Figure 1. Routed clock nets over the placement (run 1).
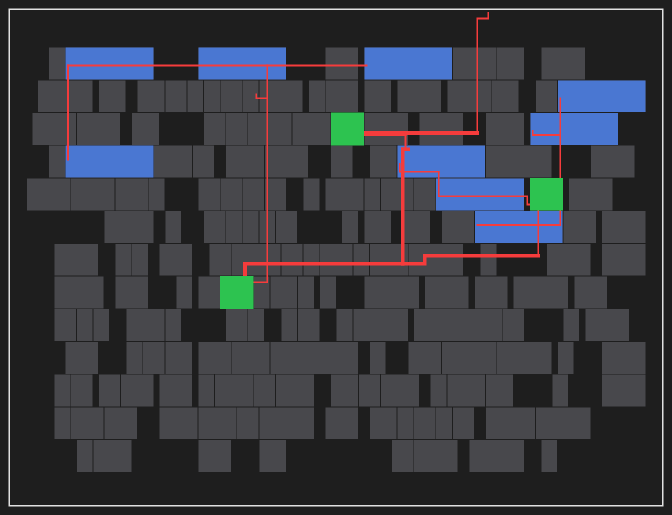
Figure 2. Cells coloured by class (run 1).
The bar under the picture is 20 um long.
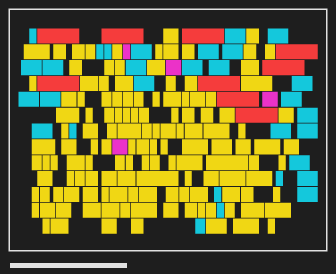
Figure 3. The clock network (run 1).
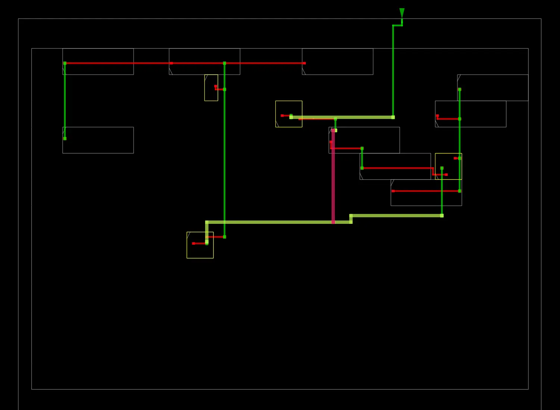
Design modn_updown_counter, sky130hd; sources not shown.
==> run notes, run 1 <==
Clock tree
- 0 — hold-fix buffer count after cts
- 3 — number of clock buffers inserted by TritonCTS
- 0 — Setup Buffers After CTS
- 0 — quantity of gates resized following cts

Synth
- 0 — count of flip-flops with a built-in enable after synthesis
- 1100 sq um — YS chip area
- 0.326 — area fraction in compound gates after synthesis
- sky130_fd_sc_hd__dfxtp_1 (16%), sky130_fd_sc_hd__ha_1 (11%), sky130_fd_sc_hd__a211oi_1 (5.4%), sky130_fd_sc_hd__inv_1 (5.1%), sky130_fd_sc_hd__a21oi_1 (5.0%) — Post-synth area hogs
- 9 — Yosys reg bits

Pwr
- 0.130 mW — cell internal pwr
- 0.559 nW — static leakage power
- 0.529 — Comb power frac
- 0.0944 mW — net switching power

Worst setup path
- 11 — number of cells traversed by the worst register-to-register path
- 3.14 ns — register-to-register setup slack
- sky130_fd_sc_hd__ha_1 — Most Frequent Cell on Critical Path

Min path
- reg -> reg — type of the most critical hold path

STA
- 0.663 — Worst slew margin
- 4.64 ns — shortest period the worst path allows
- 216 MHz — Max Clk Rate
- 0 ns — accumulated negative setup slack
- 0.677 — Final Cycle Share
- 0 — Pins Over Slew Limit

Floorplanning
- 1820 sq um — core footprint
- 24 — IO Count

Final layout
- 24.8% — Area growth, synth to finish
- 0 — antenna diode instance count
- 0.0686 — share of final-layout standard cells stronger than drive strength 1
- sky130_fd_sc_hd__clkdlybuf4s50_1 (22), sky130_fd_sc_hd__inv_1 (15), sky130_fd_sc_hd__a21oi_1 (11) — commonest non-fill, non-tap cells in the layout
- sky130_fd_sc_hd__clkdlybuf4s50_1 — Top cell excl fill/tap
- 4 — flip-flop count of the largest register, all copies and words added

Global routing
- 1035 — via count of the first global-routing pass
- 4640 um — first-pass GRT wire length
- 0 — number of antenna violations at the first check in global routing

Detailed routing
- 0 — DRC violations left
- 15.7 um — routed len/inst

Run status
- finished, final reports clean — result of the run

Placed design
- 22 — Port-buffer cells

Run
- 30 — number of warning messages in the logs
- 0 — tally of max-capacitance violations

-- Figure 1 (at the start) --
[red] clock wires | length: 161 um
[blue] flip-flops | count: 9
[green] clock drivers | count: 3
routed clock nets: 4
clk pwr: 0.0447 mW
final setup skew: 0.00713 ns
worst-skew pair later-pin latency: 0.28 ns
clock network power share: 0.199

-- Figure 2 (at the start) --
[yellow] combinational and other logic | cells: 132 | share of their area: 66%
[magenta] clock drivers and dummy loads | cells: 4 | share of their area: 1.9%
[cyan] remaining buffers and delay cells | cells: 30 | share of their area: 19%
[red] sequential cells | cells: 9 | share of their area: 13%
core utilization of the finished layout: 0.757
row cnt: 13

-- Figure 3 (at the start) --
# clock sinks: 9
number of sequential storage elements: 9

-- run 1: layer usage --
metal  track usage  vias up  share of wire
met5             0        -              0
li1              -      608              -
met4        0.0577        0         0.0029
met1         0.410      572           0.44
met3        0.0963        2           0.12
met2         0.482       75           0.44
-- run 1: metrics by stage --
step / power [mW] / hold slack [ns] / util / instance area [sq um] / instances
final: 0.224 / 0.561 / 0.757 / 1380 / 197
after global routing: 0.240 / 0.595 / 0.757 / 1380 / 197
after detailed placement: 0.178 / 0.549 / 0.742 / 1350 / 193
after floorplan: 0.142 / 0.500 / - / 1100 / 149
after global placement: 0.173 / 0.526 / 0.742 / 1350 / 193
after CTS: 0.221 / 0.557 / 0.757 / 1380 / 197
-- run 1: cell families after synthesis --
| group | after synthesis |
|---|---|
| muxes | 3 |
| AOI/OAI and AO/OA | 52 |
| buffers and inverters | 23 |
| adders and majority gates | 12 |
| and+or+nand+nor | 47 |
| xor gates and xnor gates | 3 |
| DFF | 9 |
-- run 1: power by group through the flow --
stage | sequential, mW | clock, mW | combinational [mW]
finish | 0.0609 | 0.0447 | 0.119
global route | 0.0615 | 0.0479 | 0.131
CTS | 0.0607 | 0.0443 | 0.116
detailed placement | 0.0620 | 0 | 0.116
global placement | 0.0615 | 0 | 0.112
floorplan | 0.0636 | 0 | 0.0786
-- run 1: final cells by class --
cell class / count / area [sq um]
multi-input cells: 117 / 837
fillers: 145 / 443
repair buffers: 22 / 220
flip-flops and latches: 9 / 180
inverters: 15 / 56.3
plain buffers: 8 / 31.3
well taps: 22 / 27.5
clock buffers: 4 / 26.3
-- run 1: worst max-delay path, delay by kind of cell --
family	cells	cell delay (ns)
adders and majority gates	2	0.49
muxes	1	0.33
and+or+nand+nor	4	1.08
buffers and inverters	1	0.52
AOI/OAI and AO/OA	5	1.38
Figure 4. Ports around the boundary (run 1).
Pins as bars across the die edge, other pins in grey.
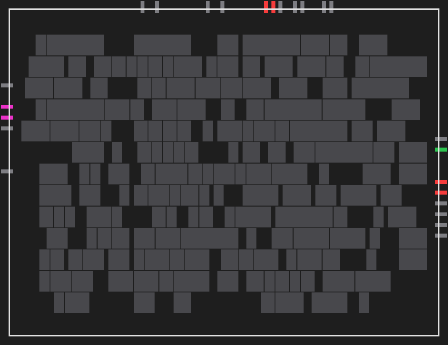

==> run 2: changes to the inputs <==
--- a/config.mk
+++ b/config.mk
@@ -7,10 +7,10 @@
 export LEC_CHECK = 0
 export CAP_MARGIN = 20
 export CORE_ASPECT_RATIO = 0.75
-export CORE_UTILIZATION = 54
+export CORE_UTILIZATION = 50
 export DETAILED_ROUTE_END_ITERATION = 8
 export GPL_TIMING_DRIVEN = 0
-export PLACE_DENSITY = 0.88
+export PLACE_DENSITY = 0.83
 export SLEW_MARGIN = 25
 export SYNTH_ARGS = -nofsm -noshare
 export SYNTH_HDL_FRONTEND = slang
==> constraint.sdc (replaced) <==
create_clock -name clk -period 4.4 [get_ports clk]
set_input_delay 0.66 -clock clk [delete_from_list [all_inputs] [get_ports clk]]
set_output_delay 0.66 -clock clk [all_outputs]
set_load 0.02 [all_outputs]
Figure 5. Ports around the boundary (run 2).
Pins as bars across the die edge, other pins in grey.
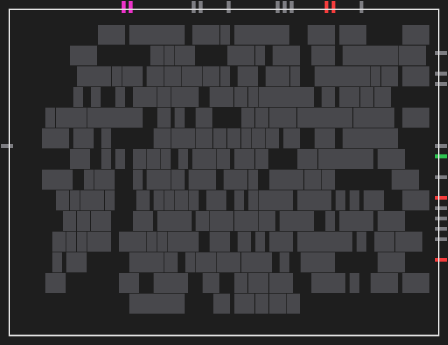
[magenta] mode | pins: 2 | direction: input | edge: top
[green] borrow | pins: 1 | direction: output | edge: right
[red] dout | pins: 4 | direction: output | edge: 2 top, 2 right
all pins by edge: 12 right, 11 top, 1 left
Die Height: 42.7 um
horizontal extent of the die: 56.3 um
Port-buffer cells: 22

Figure 6. Cells coloured by class (run 2).
The bar under the picture is 20 um long.
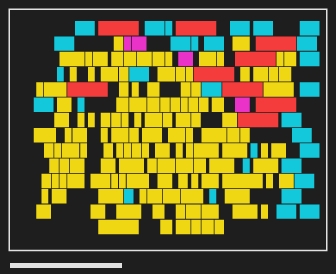
[cyan] remaining buffers and delay cells | cells: 30 | share of their area: 19%
[magenta] clock drivers and dummy loads | cells: 4 | share of their area: 1.9%
[yellow] combinational and other logic | cells: 132 | share of their area: 66%
[red] sequential cells | cells: 9 | share of their area: 13%
core footprint: 2050 sq um
core utilization of the finished layout: 0.677
Post-Layout Inst Area: 1390 sq um

==> run notes, run 2 <==
Run status
- finished, final reports clean — result of the run

Worst setup path
- sky130_fd_sc_hd__ha_1 — Most Frequent Cell on Critical Path
- 13 — instance count on the critical path, unchanged
- 11 — number of cells traversed by the worst register-to-register path, unchanged
- AND-OR/OR-AND gates — CP top delay family
- 0.85 ns — register-to-register setup slack, -2.29 ns
- 1 — Critical path buffers and inverters, unchanged

Final layout
- sky130_fd_sc_hd__clkdlybuf4s50_1 — Top cell excl fill/tap
- sky130_fd_sc_hd__clkdlybuf4s50_1 (22), sky130_fd_sc_hd__inv_1 (15), sky130_fd_sc_hd__a21oi_1 (11) — commonest non-fill, non-tap cells in the layout
- 0 — antenna diode instance count, unchanged
- 0.0743 — share of final-layout standard cells stronger than drive strength 1, +0.00571
- 25.6% — Area growth, synth to finish

STA
- 4.11 ns — shortest period the worst path allows
- 0 — Pins Over Slew Limit, unchanged
- 0.578 — Worst slew margin, -0.0853
- 0 ns — accumulated negative setup slack, unchanged
- 0.00514 ns — final setup skew, -0.00199 ns
- 0.935 — Final Cycle Share
- 0.550 ns — Post-Route Hold Slack, -0.0108 ns

Run
- 0 — tally of max-capacitance violations, unchanged
- 30 — number of warning messages in the logs, unchanged

Detailed routing
- 0 — DRC violations left, unchanged
- 15.4 um — routed len/inst, -2.0%

Clock tree
- 0 — Setup Buffers After CTS, unchanged
- 9 — # clock sinks, unchanged
- 0.27 ns — worst-skew pair later-pin latency, about the same
- 3 — number of clock buffers inserted by TritonCTS, unchanged

Synth
- sky130_fd_sc_hd__dfxtp_1 (16%), sky130_fd_sc_hd__ha_1 (11%), sky130_fd_sc_hd__a211oi_1 (5.4%), sky130_fd_sc_hd__inv_1 (5.1%), sky130_fd_sc_hd__a21oi_1 (5.0%) — Post-synth area hogs
- 0 — count of flip-flops with a built-in enable after synthesis, unchanged
- 1100 sq um — YS chip area, unchanged
- 9 — Yosys reg bits, unchanged

Min path
- reg -> reg — type of the most critical hold path

Global routing
- 5060 um — first-pass GRT wire length, +9.2%
- 1097 — via count of the first global-routing pass, +6.0%

Pwr
- 0.560 nW — static leakage power, about the same

[run 2: cell type report]
type | count | area [sq um] | share of cell area
plain buffers | 8 | 31.3 | 0.0225
clock buffers | 4 | 26.3 | 0.0189
inverters | 15 | 56.3 | 0.0406
multi-input cells | 117 | 843 | 0.608
flip-flops and latches | 9 | 180 | 0.130
well taps | 24 | 30.0 | 0.0216
repair buffers | 22 | 220 | 0.159
[run 2: repair_timing]
action / in CTS / in global routing
gates resized: 0 / 1
endpoints found under the setup margin: 0 / 1
hold buffers: 0 / 0
[run 2: report_power, final]
| group | internal (mW) | switching, mW | total, mW |
|---|---|---|---|
| Clock | 0.0351 | 0.0310 | 0.0660 |
| Sequential | 0.0859 | 0.00897 | 0.0948 |
| Combinational | 0.0821 | 0.106 | 0.188 |
| Total | 0.203 | 0.146 | 0.349 |
[run 2: per-layer routing]
| metal | wire, um | GRT usage | up-vias |
|---|---|---|---|
| li1 | - | - | 605 |
| met1 | 1360 | 0.397 | 583 |
| met2 | 1340 | 0.410 | 80 |
| met3 | 325 | 0.0457 | 8 |
| met4 | 38 | 0.0683 | 0 |
| met5 | 0 | 0 | - |
[run 2: cells by family after synthesis]
family          count (synthesis)  share of synthesized area
compound gates                 52                      0.326
xor+xnor                        3                     0.0238
fa+ha+maj                      12                      0.149
buf+inv                        23                     0.0793
flops                           9                      0.163
mux                             3                     0.0294
simple gates                   47                      0.229
[run 2: metrics by stage]
stage / cells / cell area (sq um) / total power, mW
finish: 199 / 1390 / 0.349
global route: 199 / 1390 / 0.371
CTS: 199 / 1380 / 0.342
detailed placement: 195 / 1360 / 0.277
global placement: 195 / 1360 / 0.269
floorplan: 149 / 1100 / 0.221
No activity file was given, so power comes from the tool's default toggle rates.
